### src/rtl/spi_ram_pkg.sv
// rtl/spi_ram_pkg.sv - opcode field width and command opcodes shared by the SPI RAM burst block
package spi_ram_pkg;

    localparam int OPC_W = 2;

    typedef enum logic [OPC_W-1:0] {
        OP_WRITE_ADD  = 2'b00,
        OP_WRITE_DATA = 2'b01,
        OP_READ_ADD   = 2'b10,
        OP_READ_DATA  = 2'b11
    } opcode_e;

endpackage

### src/rtl/spi_ram_burst_if.sv
// rtl/spi_ram_burst_if.sv - command in / read data out bundle for spi_ram_burst
interface spi_ram_burst_if #(
    parameter int DATA_W = 8
);
    logic [DATA_W+1:0] din;
    logic              rx_valid;
    logic [DATA_W-1:0] dout;
    logic              tx_valid;
    logic              err;

    modport master (output din, rx_valid, input dout, tx_valid, err);
    modport slave  (input din, rx_valid, output dout, tx_valid, err);
endinterface

### src/rtl/spi_ram_mem.sv
// rtl/spi_ram_mem.sv - simple dual-port RAM, synchronous write, registered synchronous read
module spi_ram_mem #(
    parameter int DATA_W    = 8,
    parameter int MEM_DEPTH = 256,
    parameter int ADDR_W    = 8
) (
    input  logic              clk,
    input  logic              rst_n,
    input  logic              we,
    input  logic [ADDR_W-1:0] waddr,
    input  logic [DATA_W-1:0] wdata,
    input  logic              re,
    input  logic [ADDR_W-1:0] raddr,
    output logic [DATA_W-1:0] rdata
);
    logic [DATA_W-1:0] mem_q [MEM_DEPTH];
    logic [DATA_W-1:0] rdata_d, rdata_q;

    // Array kept out of the reset domain so it maps onto block RAM
    always_ff @(posedge clk) begin
        if (we) begin
            mem_q[waddr] <= wdata;
        end
    end

    always_comb begin
        rdata_d = rdata_q;
        if (re) begin
            rdata_d = mem_q[raddr];
        end
    end

    always_ff @(posedge clk or negedge rst_n) begin
        if (!rst_n) begin
            rdata_q <= '0;
        end else begin
            rdata_q <= rdata_d;
        end
    end

    assign rdata = rdata_q;
endmodule

### src/rtl/spi_ram_burst.sv
// rtl/spi_ram_burst.sv - SPI-style command decoder in front of a word RAM
// SPI_RAM_AUTOINC_EN: accepted data commands post-increment their address, wrapping at MEM_DEPTH-1
module spi_ram_burst
    import spi_ram_pkg::*;
#(
    parameter int DATA_W    = 8,
    parameter int MEM_DEPTH = 256,
    parameter int ADDR_W    = 8
) (
    input  logic           clk,
    input  logic           rst_n,
    spi_ram_burst_if.slave bus
);
    localparam int LIM_W = DATA_W + 1;
    localparam logic [LIM_W-1:0] DEPTH_LIM = LIM_W'(MEM_DEPTH);
`ifdef SPI_RAM_AUTOINC_EN
    localparam logic [ADDR_W-1:0] LAST_ADDR = ADDR_W'(MEM_DEPTH - 1);
`endif

    opcode_e           opcode;
    logic [DATA_W-1:0] payload;
    logic              addr_ok;

    logic [ADDR_W-1:0] wr_addr_d, wr_addr_q, rd_addr_d, rd_addr_q;
    logic              wr_armed_d, wr_armed_q, rd_armed_d, rd_armed_q;
    logic              rd_pend_d, rd_pend_q, err_pend_d, err_pend_q;
    logic [DATA_W-1:0] dout_d, dout_q;
    logic              tx_valid_d, tx_valid_q, err_d, err_q;
    logic              mem_we, mem_re;
    logic [DATA_W-1:0] mem_rdata;

    assign opcode  = opcode_e'(bus.din[DATA_W+OPC_W-1:DATA_W]);
    assign payload = bus.din[DATA_W-1:0];
    assign addr_ok = ({1'b0, payload} < DEPTH_LIM);

    always_comb begin
        wr_addr_d  = wr_addr_q;
        rd_addr_d  = rd_addr_q;
        wr_armed_d = wr_armed_q;
        rd_armed_d = rd_armed_q;
        rd_pend_d  = 1'b0;
        err_pend_d = 1'b0;
        mem_we     = 1'b0;
        mem_re     = 1'b0;
        // Output stage trails the RAM read register by one edge
        dout_d     = rd_pend_q ? mem_rdata : dout_q;
        tx_valid_d = rd_pend_q;
        err_d      = err_pend_q;
        if (bus.rx_valid) begin
            case (opcode)
                OP_WRITE_ADD: begin
                    if (addr_ok) begin
                        wr_addr_d  = payload[ADDR_W-1:0];
                        wr_armed_d = 1'b1;
                    end else begin
                        err_pend_d = 1'b1;
                    end
                end
                OP_WRITE_DATA: begin
                    if (wr_armed_q) begin
                        mem_we = 1'b1;
`ifdef SPI_RAM_AUTOINC_EN
                        wr_addr_d = (wr_addr_q == LAST_ADDR) ? '0 : wr_addr_q + ADDR_W'(1);
`endif
                    end else begin
                        err_pend_d = 1'b1;
                    end
                end
                OP_READ_ADD: begin
                    if (addr_ok) begin
                        rd_addr_d  = payload[ADDR_W-1:0];
                        rd_armed_d = 1'b1;
                    end else begin
                        err_pend_d = 1'b1;
                    end
                end
                OP_READ_DATA: begin
                    if (rd_armed_q) begin
                        mem_re    = 1'b1;
                        rd_pend_d = 1'b1;
`ifdef SPI_RAM_AUTOINC_EN
                        rd_addr_d = (rd_addr_q == LAST_ADDR) ? '0 : rd_addr_q + ADDR_W'(1);
`endif
                    end else begin
                        err_pend_d = 1'b1;
                    end
                end
            endcase
        end
    end

    always_ff @(posedge clk or negedge rst_n) begin
        if (!rst_n) begin
            wr_addr_q  <= '0;
            rd_addr_q  <= '0;
            wr_armed_q <= 1'b0;
            rd_armed_q <= 1'b0;
            rd_pend_q  <= 1'b0;
            err_pend_q <= 1'b0;
            dout_q     <= '0;
            tx_valid_q <= 1'b0;
            err_q      <= 1'b0;
        end else begin
            wr_addr_q  <= wr_addr_d;
            rd_addr_q  <= rd_addr_d;
            wr_armed_q <= wr_armed_d;
            rd_armed_q <= rd_armed_d;
            rd_pend_q  <= rd_pend_d;
            err_pend_q <= err_pend_d;
            dout_q     <= dout_d;
            tx_valid_q <= tx_valid_d;
            err_q      <= err_d;
        end
    end

    spi_ram_mem #(
        .DATA_W    (DATA_W),
        .MEM_DEPTH (MEM_DEPTH),
        .ADDR_W    (ADDR_W)
    ) u_mem (
        .clk   (clk),
        .rst_n (rst_n),
        .we    (mem_we),
        .waddr (wr_addr_q),
        .wdata (payload),
        .re    (mem_re),
        .raddr (rd_addr_q),
        .rdata (mem_rdata)
    );

    assign bus.dout     = dout_q;
    assign bus.tx_valid = tx_valid_q;
    assign bus.err      = err_q;
endmodule

### src/flat_wrapper.sv
// flat-port wrapper written by rule: the top's interface ports become plain ports
module spi_ram_burst_flat import spi_ram_pkg::*;
#(
    parameter int DATA_W    = 8,
    parameter int MEM_DEPTH = 256,
    parameter int ADDR_W    = 8
)
  (clk, rst_n, bus_din, bus_rx_valid, bus_dout, bus_tx_valid, bus_err);
  spi_ram_burst_if #(.DATA_W(DATA_W)) bus_i ();
  input  logic clk;
  input  logic rst_n;
  input wire logic [$bits(bus_i.din)-1:0] bus_din;
  input wire logic [$bits(bus_i.rx_valid)-1:0] bus_rx_valid;
  output wire logic [$bits(bus_i.dout)-1:0] bus_dout;
  output wire logic [$bits(bus_i.tx_valid)-1:0] bus_tx_valid;
  output wire logic [$bits(bus_i.err)-1:0] bus_err;
  assign bus_i.din = bus_din;
  assign bus_i.rx_valid = bus_rx_valid;
  assign bus_dout = bus_i.dout;
  assign bus_tx_valid = bus_i.tx_valid;
  assign bus_err = bus_i.err;
  spi_ram_burst #(.DATA_W(DATA_W), .MEM_DEPTH(MEM_DEPTH), .ADDR_W(ADDR_W)) u_core (.clk(clk), .rst_n(rst_n), .bus(bus_i));
endmodule
### config.mk
export PLATFORM = sky130hd
export DESIGN_NAME = spi_ram_burst_flat
export DESIGN_NICKNAME = d
export VERILOG_FILES = /design/src/rtl/spi_ram_pkg.sv /design/src/rtl/spi_ram_burst_if.sv /design/src/rtl/spi_ram_mem.sv /design/src/rtl/spi_ram_burst.sv /design/src/flat_wrapper.sv
export SDC_FILE = /design/constraint.sdc
export NUM_CORES = 2
export LEC_CHECK = 0
export ABC_AREA = 1
export CAP_MARGIN = 20
export CORE_MARGIN = 4
export CORE_UTILIZATION = 37
export CTS_CLUSTER_SIZE = 40
export DETAILED_ROUTE_END_ITERATION = 12
export PLACE_DENSITY = 0.59
export SKIP_CTS_REPAIR_TIMING = 1
export SYNTH_ARGS = -nofsm -noshare
export SYNTH_HDL_FRONTEND = slang
export SYNTH_SLANG_ARGS = --single-unit
### constraint.sdc
create_clock -name clk -period 2.9 [get_ports clk]
set_input_delay 0.58 -clock clk [delete_from_list [all_inputs] [get_ports clk]]
set_output_delay 0.58 -clock clk [all_outputs]
set_load 0.02 [all_outputs]
==> impl_metrics.py <==
# Synthesis and PnR figures
metrics = {
    "critical_path": {
        "cp.required_ns": 3.64,
        "endpoint": "u_core.u_mem.rdata[7]$_DFFE_PN0P_",
        "critPathMaxStageDelay_ns": 0.61,
        "r2r-start": "u_core.rd_addr_q[1]$_DFFE_PN0P_",
        "cp_slowest_cell": "dfrtp_4",
        "critical_path_class": "reg2reg",
        "reg2regPathDepth": 12,
    },
    "yosys": {
        "yosys_area_um2": 84420,
        "synth_warnings": 0,
        "ys_sh_simple": 0.2276,
        "syn_inst": 7060,
        "ys_cells": 7060,
        "ys_seq_frac": 0.7397,
        "synthFlopType": "edfxtp_1",
        "syn_avg_cell_area_um2": 11.96,
    },
    "place": {
        "port-buffer-count": 22,
        "gp_congestion": 0.8957,
        "place_area_um2": 91610,
        "dp_slack_ns": -0.2423,
    },
    "final_timing": {
        "max_freq_mhz": 355.8,
    },
    "routing": {
        "wl_met2_um": 112800,
        "ant_nets": 0,
    },
    "finish": {
        "n_all_buffers": 575,
        "n_antenna_cell": 0,
        "clock_buffers": 253,
        "layout_top_cells": "2105 x nand2_1, 2048 x edfxtp_1, 2037 x nand3_1",
        "layoutNonFillerInstCount": 10545,
        "comb_cells": 4459,
        "nonClkBufAreaFrac": 0.05954,
        "clock_area_frac": 0.07092,
    },
    "power_and_ir_drop": {
        "p_int_uw": 52000,
        "p_leak_uw": 0.03489,
        "p_seq_uw": 33500,
        "p_comb_frac": 0.151,
        "p_sw_uw": 19520,
    },
    "grt": {
        "grt_overflow": 0,
        "grt_pass1_vias": 55723,
        "gr-usage-met3": 0.03164,
        "busiest_layer": "met2",
        "use_met2": 0.3220,
        "antenna_found_initial": 6,
    },
    "outcome": {
        "status": "finished, final reports clean",
    },
    "clock_network": {
        "cts_max_level": 4,
        "cts-root-buf": "clkbuf_16",
        "clockBufferDepth": 3,
    },
    "floorplan": {
        "fp-utilization": 0.3714,
        "die_h_um": 485.7,
    },
}
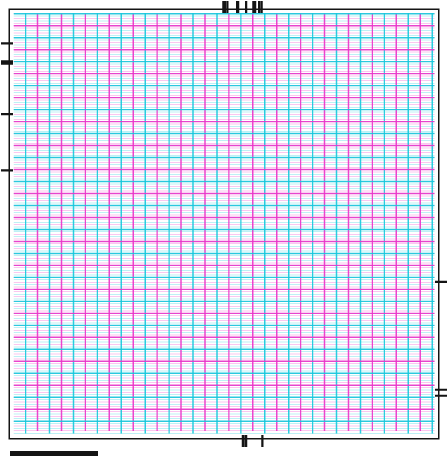
*Power grid*
The bar under the picture is 100 um long. Pins as bars on the die edge.
cyan -> VSS
magenta -> VDD
met4 straps = 35
met1 rails = 176

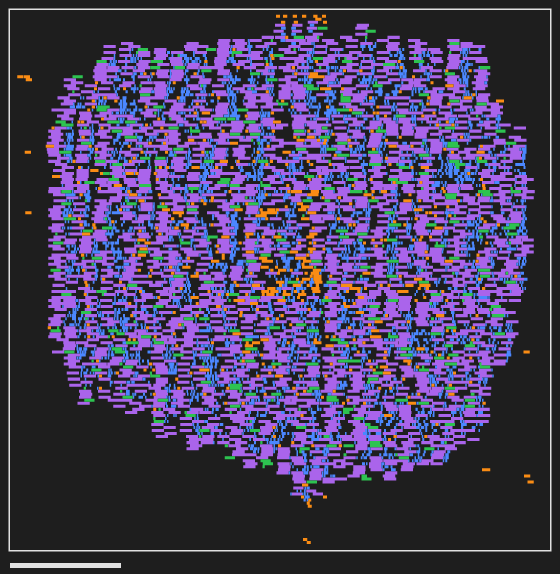
*Cell classes on the final placement*
The bar under the picture is 100 um long.
green -> clock drivers and dummy loads  # cells 384, share of their area 7.4%
blue -> remaining logic cells  # cells 4491, share of their area 21%
purple -> sequential cells  # cells 2086, share of their area 66%
orange -> remaining buffers and delay cells  # cells 575, share of their area 6.2%
core area: 227300 um2
num rows: 175
Core Util, Final: 0.4344
Seq/total area: 0.6327
Final Instance Area: 98720 um2

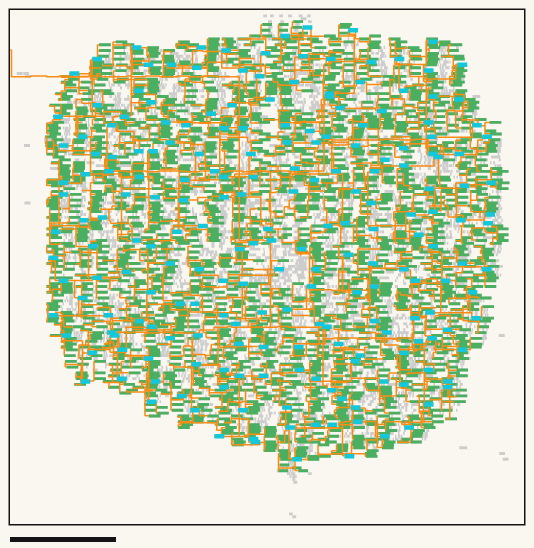
*Clock distribution*
The bar under the picture is 100 um long.
cyan -> clock-net drivers  # count 210
green -> flip-flops  # count 2086
orange -> clock wires  # length 23.2 mm
routed clock nets = 211

